`src/rtl/stream_gen_if.sv`:
```
// Valid/ready down-channel carrying the generated beats.
// The source drives valid and data; the sink returns ready.
interface stream_gen_if #(
    parameter int unsigned DW = 16
);
    logic          down_valid;
    logic [DW-1:0] down_data;
    logic          down_ready;

    modport master (output down_valid, output down_data, input down_ready);
    modport slave  (input down_valid, input down_data, output down_ready);
endinterface

```
`src/rtl/stream_gen.sv`:
```
// Valid/ready stimulus source: emits a programmed number of beats.
// Beats follow an incrementing or Galois LFSR sequence, with optional idle gaps.
module stream_gen #(
    parameter int unsigned   DW   = 16,
    parameter int unsigned   CW   = 16,
    parameter int unsigned   GAP  = 0,
    parameter logic [DW-1:0] POLY = DW'(16'hB400)
) (
    input  logic          clk,
    input  logic          rst,
    input  logic          start,
    input  logic [CW-1:0] count,
    input  logic          mode,
    input  logic [DW-1:0] seed,
    stream_gen_if.master  down,
    output logic          busy,
    output logic          done
);

    localparam int unsigned GW = (GAP > 1) ? $clog2(GAP + 1) : 1;

    typedef enum logic [1:0] {StIdle, StSend, StWait} state_e;

    state_e        state_q, state_d;
    logic [DW-1:0] data_q, data_d, data_adv;
    logic [CW-1:0] rem_q, rem_d;
    logic [GW-1:0] gap_q, gap_d;
    logic          mode_q, mode_d;
    logic          valid_q, valid_d;
    logic          busy_q, busy_d;
    logic          done_q, done_d;

    always_comb begin
        state_d  = state_q;
        data_d   = data_q;
        rem_d    = rem_q;
        gap_d    = gap_q;
        mode_d   = mode_q;
        done_d   = 1'b0;
        data_adv = mode_q ? ((data_q >> 1) ^ (data_q[0] ? POLY : '0)) : data_q + DW'(1);

        unique case (state_q)
            StIdle: begin
                if (start) begin
                    mode_d = mode;
                    if (count == '0) begin
                        done_d = 1'b1;
                    end else begin
                        state_d = StSend;
                        rem_d   = count;
                        // An all-zero LFSR state would lock up, so it is nudged to 1.
                        data_d  = (mode && seed == '0) ? DW'(1) : seed;
                    end
                end
            end
            StSend: begin
                if (down.down_ready) begin
                    rem_d  = rem_q - CW'(1);
                    data_d = data_adv;
                    if (rem_q == CW'(1)) begin
                        state_d = StIdle;
                        done_d  = 1'b1;
                    end else if (GAP != 0) begin
                        state_d = StWait;
                        gap_d   = GW'(GAP);
                    end
                end
            end
            StWait: begin
                if (gap_q <= GW'(1)) begin
                    state_d = StSend;
                end else begin
                    gap_d = gap_q - GW'(1);
                end
            end
            default: state_d = StIdle;
        endcase

        valid_d = (state_d == StSend);
        busy_d  = (state_d != StIdle);
    end

    always_ff @(posedge clk or negedge rst) begin
        if (!rst) begin
            state_q <= StIdle;
            data_q  <= '0;
            rem_q   <= '0;
            gap_q   <= '0;
            mode_q  <= 1'b0;
            valid_q <= 1'b0;
            busy_q  <= 1'b0;
            done_q  <= 1'b0;
        end else begin
            state_q <= state_d;
            data_q  <= data_d;
            rem_q   <= rem_d;
            gap_q   <= gap_d;
            mode_q  <= mode_d;
            valid_q <= valid_d;
            busy_q  <= busy_d;
            done_q  <= done_d;
        end
    end

    assign down.down_valid = valid_q;
    assign down.down_data  = data_q;
    assign busy            = busy_q;
    assign done            = done_q;

endmodule
```
`src/flat_wrapper.sv`:
```
// flat-port wrapper written by rule: the top's interface ports become plain ports
module stream_gen_flat 
#(
    parameter int unsigned   DW   = 16,
    parameter int unsigned   CW   = 16,
    parameter int unsigned   GAP  = 0,
    parameter logic [DW-1:0] POLY = DW'(16'hB400)
)
  (clk, rst, start, count, mode, seed, busy, done, down_down_valid, down_down_data, down_down_ready);
  stream_gen_if #(.DW(DW)) down_i ();
  input  logic clk;
  input  logic rst;
  input  logic start;
  input  logic [CW-1:0] count;
  input  logic mode;
  input  logic [DW-1:0] seed;
  output logic busy;
  output logic done;
  output wire logic [$bits(down_i.down_valid)-1:0] down_down_valid;
  output wire logic [$bits(down_i.down_data)-1:0] down_down_data;
  input wire logic [$bits(down_i.down_ready)-1:0] down_down_ready;
  assign down_down_valid = down_i.down_valid;
  assign down_down_data = down_i.down_data;
  assign down_i.down_ready = down_down_ready;
  stream_gen #(.DW(DW), .CW(CW), .GAP(GAP), .POLY(POLY)) u_core (.clk(clk), .rst(rst), .start(start), .count(count), .mode(mode), .seed(seed), .down(down_i), .busy(busy), .done(done));
endmodule
```
`config.mk`:
```
export PLATFORM = sky130hd
export DESIGN_NAME = stream_gen_flat
export DESIGN_NICKNAME = d
export VERILOG_FILES = /design/src/rtl/stream_gen_if.sv /design/src/rtl/stream_gen.sv /design/src/flat_wrapper.sv
export SDC_FILE = /design/constraint.sdc
export NUM_CORES = 1
export LEC_CHECK = 0
export CORE_MARGIN = 2
export CORE_UTILIZATION = 46
export DETAILED_ROUTE_END_ITERATION = 16
export PLACE_DENSITY = 0.77
export SYNTH_ARGS = -nofsm -noshare
export SYNTH_HDL_FRONTEND = slang
export SYNTH_SLANG_ARGS = --single-unit
```
`constraint.sdc`:
```
create_clock -name clk -period 2.25 [get_ports clk]
set_input_delay 0.45 -clock clk [delete_from_list [all_inputs] [get_ports clk]]
set_output_delay 0.45 -clock clk [all_outputs]
set_load 0.03 [all_outputs]
```
### The metal 3 layer, run 1

Scale: 4 px per um. Cells faint in the background.
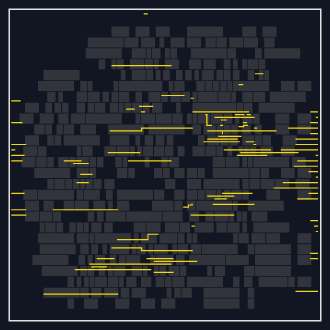
share of all routed wire	6.5%
wire length on this layer	474 um
met3 Track Usage GR: 0.0407
Routed Wire Length: 7340 um
Via Count: 2779

### Cell classes on the final placement, run 1

Scale: 6 px per um.
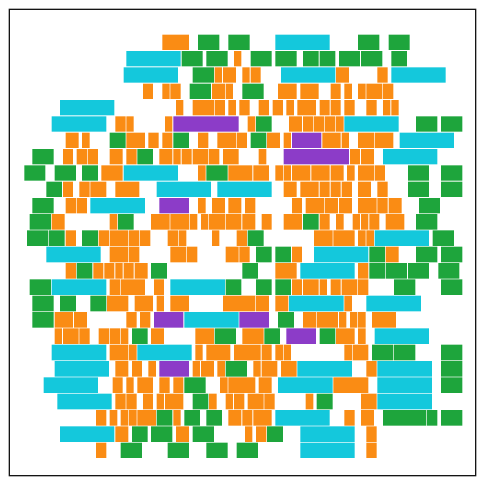
color	class	cells	share of their area
orange	combinational and other logic	251	43%
cyan	flops	38	28%
purple	clock drivers and dummy loads	8	4.2%
green	other buffers and delay cells	94	25%
area of the core: 5170 um2
row count: 26
Finished Cell Area: 3510 um2
post-layout util: 0.679
flop share of the area: 0.271

### Routed metal per tile, run 1

Scale: 4 px per um. 15 x 15 tiles, from dark purple (low) to yellow (high), scaled to the fullest tile. Values are wire area over tile area, all layers added.
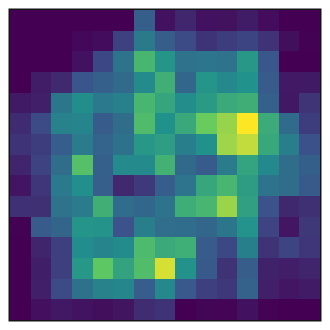
fullest tile	0.65
emptiest ninth of the die	north-west
mean over tiles	0.20
densest ninth of the die	east
average wire length per cell after detail routing: 15.9 um
Tot GR Track Use: 0.254

==> run summary, run 1 <==
Physical implementation status

The buffer count from post-CTS setup fixing stands at 0. The report lists the number of cells resized after CTS as 0. The timing report attributes the biggest portion of critical-path delay to buffers and inverters. The total of endpoints with negative setup slack in the final report stands at 0. By instance count, the cell type seen most on the critical path is buf_4.

In the layout the commonest cells are 54 x clkdlybuf4s50_1, 38 x buf_4, 38 x dfrtp_1. The layout report lists the multi-input gate area as 1440 um2. The internal portion of the total power is 2.17 mW. Summed over all sequential cells, the power is 1.24 mW.

The cell sequence reported for the critical path is clkdlybuf4s50_1 -> nor4_1 -> buf_4 -> and4_1 -> a221oi_2 -> buf_4 -> o21ai_0 -> a22o_1. Looking at the VDD voltage map, the peak drop is 0.509 mV. The post-synthesis chip area from yosys stands at between 2000 and 2500 um2. Leaving out filler cells and counting taps, the final layout contains 461. Per report_power, the top consumer among the power groups is combinational cells. Counting endpoints that fail hold in the final report gives 0. The y dimension of the die stands at 77.5 um.

In the final design, more cell area goes to logic gates than to any other class. Among logic cells in the layout, the one with the most instances is clkdlybuf4s50_1. Per the detail_route report, vias per standard cell equal 6.03. The effective utilization at floorplan stands at 0.480. The final timing summary puts the cycle share of the worst path at 0.964. The area of all sequential standard cells stands at 951 um2. The global routing met1 resource utilization stands at 0.347. The share of synthesized cell area in and, or, nand and nor gates stands at 0.234.

The buffer levels on the longest clock path stands at 2. As reported, the later end of the worst-skew pair has a clock insertion delay of about 300 ps. The layout report lists the non-clock buffer share of cell area as 0.242. By startpoint and endpoint, the worst setup path is classified as in -> reg.

Entering global routing, the biggest net connects about 40 pins. The area of the die stands at 6000 um2. OpenSTA, run right after detailed placement, puts the worst setup slack at -200 ps. In this run the critical register-to-register path is launched from u_core.rem_q[11]. Counting plain and timing-repair buffers in the layout gives 94. In the final layout, the clock buffer count is 6.

The highest clock rate this design can be run at is between 0.4 and 0.5 GHz. The most used flip-flop cell after synthesis is dfrtp_1. The worst path required time stands at 2440 ps. TritonRoute reported its final design rule violation total as 0. The compound-gate portion of the synthesized area stands at 0.273. The final power report lists total power as 3.72 mW. The number of warnings printed during yosys synthesis stands at 0. After synthesis the netlist holds a flip-flop and latch count of 38. The tightest min-delay check is of the in -> async type. The number of antenna violations at the first check in global routing stands at 0. The logs give a warning total of 28. The clock skew after layout stands at 6.63 ps. The maximum level of the CTS H-tree stands at 2. Per the synth stats, the proportion of register bits with asynchronous set or reset is 1.00.

The number of sinks driven by the clock tree stands at 38. Per the detail_route log, met3 wirelength is 473 um. The clock network power stands at 0.722 mW. The script extracted a net switching power of 1.54 mW.

After synthesis the cells add up to around 2500 um2. Of the total power, the share spent switching nets is 0.415. The least setup slack across all paths after layout stands at 79.9 ps. The STA report counts the stages on the worst setup path as 8. The number of non-clock inverters in the layout stands at 10. Clock tree synthesis selected as its root buffer the cell clkbuf_8. 0 antenna diodes ended up in the layout.

Summing all multiplexer cells gives an area fraction of 0.0126. On the critical path the data arrives at 2360 ps. The worst setup path is launched from a primary input. The flop count stands at 38. During I/O placement, the number of pins put on the boundary was 56.

For this run the top cell type by instance count after synthesis was dfrtp_1. Of the combinational cells, the family taking the most area is AND-OR/OR-AND gates. The routed length on met1 stands at between 3000 and 4000 um. The hold buffer count at CTS stands at 0. The final weighted congestion of routability-driven global placement stands at between 0.9 and 1. The area growth from synthesis to layout is 41.4%.

TritonCTS built the clock tree. After detailed routing, the met2 layer carries between 3000 and 4000 um of wire. According to the cell report, the number of logic gates is 241. Summed over all combinational cells, the power is 1.76 mW. The fraction of final layout cells sized beyond drive strength 1 stands at 0.151. The final layout net count stands at 430. The worst path in the final design needs a cycle of 2170 ps, including I/O delays and setup. The global routing stage identified its most utilized layer as met2. The number of fill cells stands at 439. The xor and xnor fraction of the mapped netlist area stands at 0.0353. The share of total power dissipated in combinational logic is 0.473. The pin closest to its max-slew limit shows a slew of approximately 560 ps. The final HPWL from detailed placement stands at 5450 um.

The number of global-route vias before repair is 2601. The relative contribution of the clock network to total power stands at 0.194. The final layout reports a setup TNS of 0 ps. The detailed placer reported the number of placed instances as 453. For met2 alone, demand over resource in global routing was 0.420. After detailed routing, no signal wire sits above met4. Buffers placed on the I/O ports in this run total approximately 55.

The leakage power summed over all cells stands at between 1 and 1.5 nW. Of all the cell area in the finished design, the clock network holds 0.0406. The count of nets left with antenna violations once routing finished came out at 0.

The number of enable flip-flop cells stands at 0. The total congestion overflow after global routing stands at 0. The max-slew violation count stands at 0. The sequential cell fraction of total power stands at 0.333. The first global-routing pass estimated about 12000 um of wire. The buffer-and-inverter tally for the worst setup path stands at 3. The count of max-cap constraint violations stands at 0. After synthesis, the design contains 309 cells according to Yosys. According to the timing report, the critical path is launched from count[10].

Hold is met by about 41 ps. The layout report gives the multi-input gate share of total cell area as 0.411. The worst-case max-slew headroom was logged as 0.622. The flow ran to the end, and the final reports show no timing, DRC or antenna violations. The total number of tap cells stands at 70. The power density of the placed cells stands at roughly 1100 nW/um2.
==> inputs of run 2 (changes only) <==
--- a/config.mk
+++ b/config.mk
@@ -7,2 +7,3 @@
 export LEC_CHECK = 0
+export CAP_MARGIN = 5
 export CORE_MARGIN = 2
==> constraint.sdc (replaced) <==
create_clock -name clk -period 2.25 [get_ports clk]
set_input_delay 0.3375 -clock clk [delete_from_list [all_inputs] [get_ports clk]]
set_output_delay 0.3375 -clock clk [all_outputs]
set_load 0.03 [all_outputs]
==> run summary, run 2 <==
Physical implementation status

In the finished design, the share of the clock period the worst path needs comes to 0.955. The design draws 3.69 mW. The multiplexer fraction of the synthesized cell area stands at 0.0126. STA classifies the critical path startpoint as a flop.

Looking at the reg2reg group, the worst path starts from u_core.rem_q[12]. The final HPWL from detailed placement stands at between 5000 and 6000 um. The fraction of area in multi-input gates stands at 0.421. Excluding fillers, the count of instances in the completed layout stands at 449. The buffer levels on the longest clock path stands at 2. The maximum number of pins on one net before global-route repair stands at 40. The compound-gate portion of the synthesized area stands at 0.273. The global routing usage on met2 stands at 0.400.

The area growth from synthesis to layout stands at 37.7%. In this run the clock root is driven by a clkbuf_8. The combinational power share stands at 0.468. The final timing report lists clock skew as 8.08 ps. Per STA, the worst path is made up of or4_4 -> or3_4 -> or4_4 -> a21oi_4 -> o21ai_0. The share of total power consumed by net switching stands at 0.414.

The buffer count from post-CTS setup fixing stands at 0. The routed length on met1 stands at 3110 um. The total met2 wirelength after detailed routing stands at about 3300 um. The xor and xnor fraction of the mapped netlist area stands at 0.0353.

The net count of the finished layout is 418. The upper clock frequency limit stands at 0.465 GHz. The fraction of final layout cells sized beyond drive strength 1 stands at 0.124. Sequential cells placed in the final layout were counted as 38.

The clock network power stands at ~0.73 mW. Across every metal layer, demand over resource in global routing totals 0.246. The remaining antenna violation count stands at 0. The report puts the hold buffer count at CTS at 0. Summed over all failing endpoints, the final setup total negative slack is 0 ps.

According to the timing report, the arrival time at the worst endpoint equals 2320 ps. The core region is around 5200 um2. The tool flagged a number of max-cap violations equal to 0. The number of ordinary and repair buffers in the finished layout stands at approximately 82. The synth_stat.txt file lists the number of cells as 309. The number of antenna repair diodes stands at 0. The quantity of I/O buffers inserted on ports stands at 55.

Counting buffers and inverters, the worst setup path is 5 cells deep. The sequential cells in the finished layout cover a total of 951 um2. Per report_power, the Combinational row totals 1.73 mW. The class occupying the most area after layout is reported as logic gates. The first global-routing pass estimated about 12000 um of wire.

The flow reported a cell area power density of 1080 nW/um2. The wire length recorded after detailed routing is 7040 um. The Yosys step of the flow raised 0 warnings. Setup slack closes at 101 ps. The I/O pin count stands at 56. In this design, the critical path's most frequently occurring cell is or4_4. The critical path is of the reg -> reg type. The count of cells resized by post-cts repair stands at 0. The floorplan step set the die height to 77.5 um. The worst hold slack across all endpoints stands at 145 ps. RePlAce ended its routability-driven mode at a weighted congestion of 0.923. The number of antenna violations at the first check in global routing is 0. Across the VDD grid, the largest voltage drop is 0.453 mV. Yosys reported a register bit count of 38.

The most common cell in the synthesized netlist is dfrtp_1. The report lists the number of standard-cell rows as 26. The top cell type in the final layout, fill and taps aside, is clkdlybuf4s50_1.

The number of global-route vias before repair stands at 2490. In the finished layout, the clock tree contains a buffer count of 6. At the floorplan stage, the core utilization is reported as 0.480. Prior to clock tree synthesis, the placed netlist has a worst setup slack of -75.7 ps. The combinational gate area stands at 1440 um2. The tightest min-delay check is of the in -> async type.

Looking at the cell usage after synthesis, the top flip-flop cell is dfrtp_1. The total congestion overflow after global routing stands at 0. Using the TritonRoute via totals, the vias-per-cell ratio works out to approximately 6.0. Per report_power, the top consumer among the power groups is combinational cells. The post-synth count of flops with an enable pin is 0. The post-synthesis instance area stands at about 2500 um2. The library cells used most frequently in the layout, excluding fill and tap cells, are 54 x clkdlybuf4s50_1, 38 x dfrtp_1, 33 x nand2_1, 33 x o21ai_0, 32 x a21oi_1. The power report puts the leakage power at 1.33 nW. TritonCTS built the clock tree. The power dissipated in sequential cells stands at 1.24 mW. The horizontal die dimension reported for this design is 77.5 um. The worst max-slew margin expressed relative to the limit stands at 0.425. In the synthesized netlist, the dominant kind of combinational cell is AND-OR/OR-AND gates. The max-slew violation count stands at 0. The total of endpoints with negative setup slack in the final report stands at 0. The global routing met1 resource utilization stands at 0.323. The synthesized netlist has a Yosys-reported chip area of 2480 um2. Summed over all nets, wire length on met3 after detailed routing comes to 558 um. The wire length per cell after detailed routing stands at 15.7 um. The clock network area share stands at 0.0417.

Per the detail_route log, the uppermost layer with routed signals is met4. The number of fill cells stands at around 420. For this run, global-route usage on met3 was measured as 0.0616.

For reference, the final report shows the hold violation count at 0. The clock latency of the later-clocked register in the worst-skew pair stands at ~300 ps. The switching component of the power stands at 1.53 mW. After layout, the minimum clock period comes to between 2000 and 2500 ps. The proportion of register bits with asynchronous set or reset after synthesis stands at 1.00. The die covers 6000 um2. The transition time at the pin with the least slew margin stands at between 800 and 900 ps. The non-clock inverters instantiated in the layout total 10.

The layout contains a multi-input combinational cell count of 241. The via total after detailed routing stands at 2709. In this design, the largest share of critical-path delay is due to simple AND/OR/NAND/NOR gates. The layer flagged by global routing as most heavily used is met2. The data required time reported for the critical path is 2430 ps.

Across all stage logs, warnings added up to 27. The relative contribution of the clock network to total power stands at 0.196. In this run, the synthesized area fraction spent on and/or/nand/nor cells is recorded as 0.234. The flow ran to the end, and the final reports show no timing, DRC or antenna violations. The final routed DRC violation total stands at 0. The total number of tap cells stands at 70. The maximum level of the CTS H-tree stands at 2. Counting both buffers and inverters, the worst setup path holds a total of 0. The power report attributes to the sequential group a share of 0.335.
### Cell classes on the final placement, run 2

Scale: 6 px per um.
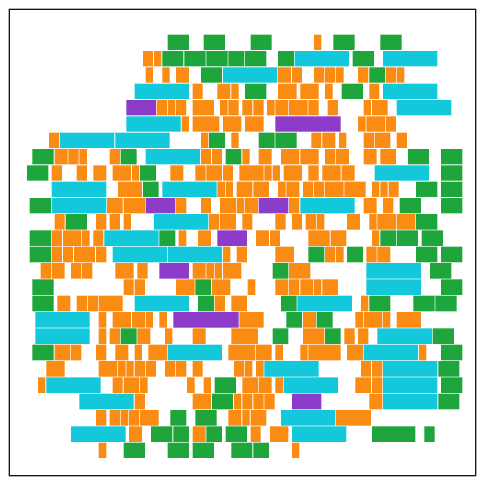
color	class	cells	share of their area
green	other buffers and delay cells	82	23%
cyan	flops	38	29%
orange	combinational and other logic	251	44%
purple	clock drivers and dummy loads	8	4.3%
flop share of the area: 0.278
Finished Cell Area: 3420 um2
post-layout util: 0.661

No activity file was given, so power comes from the tool's default toggle rates.
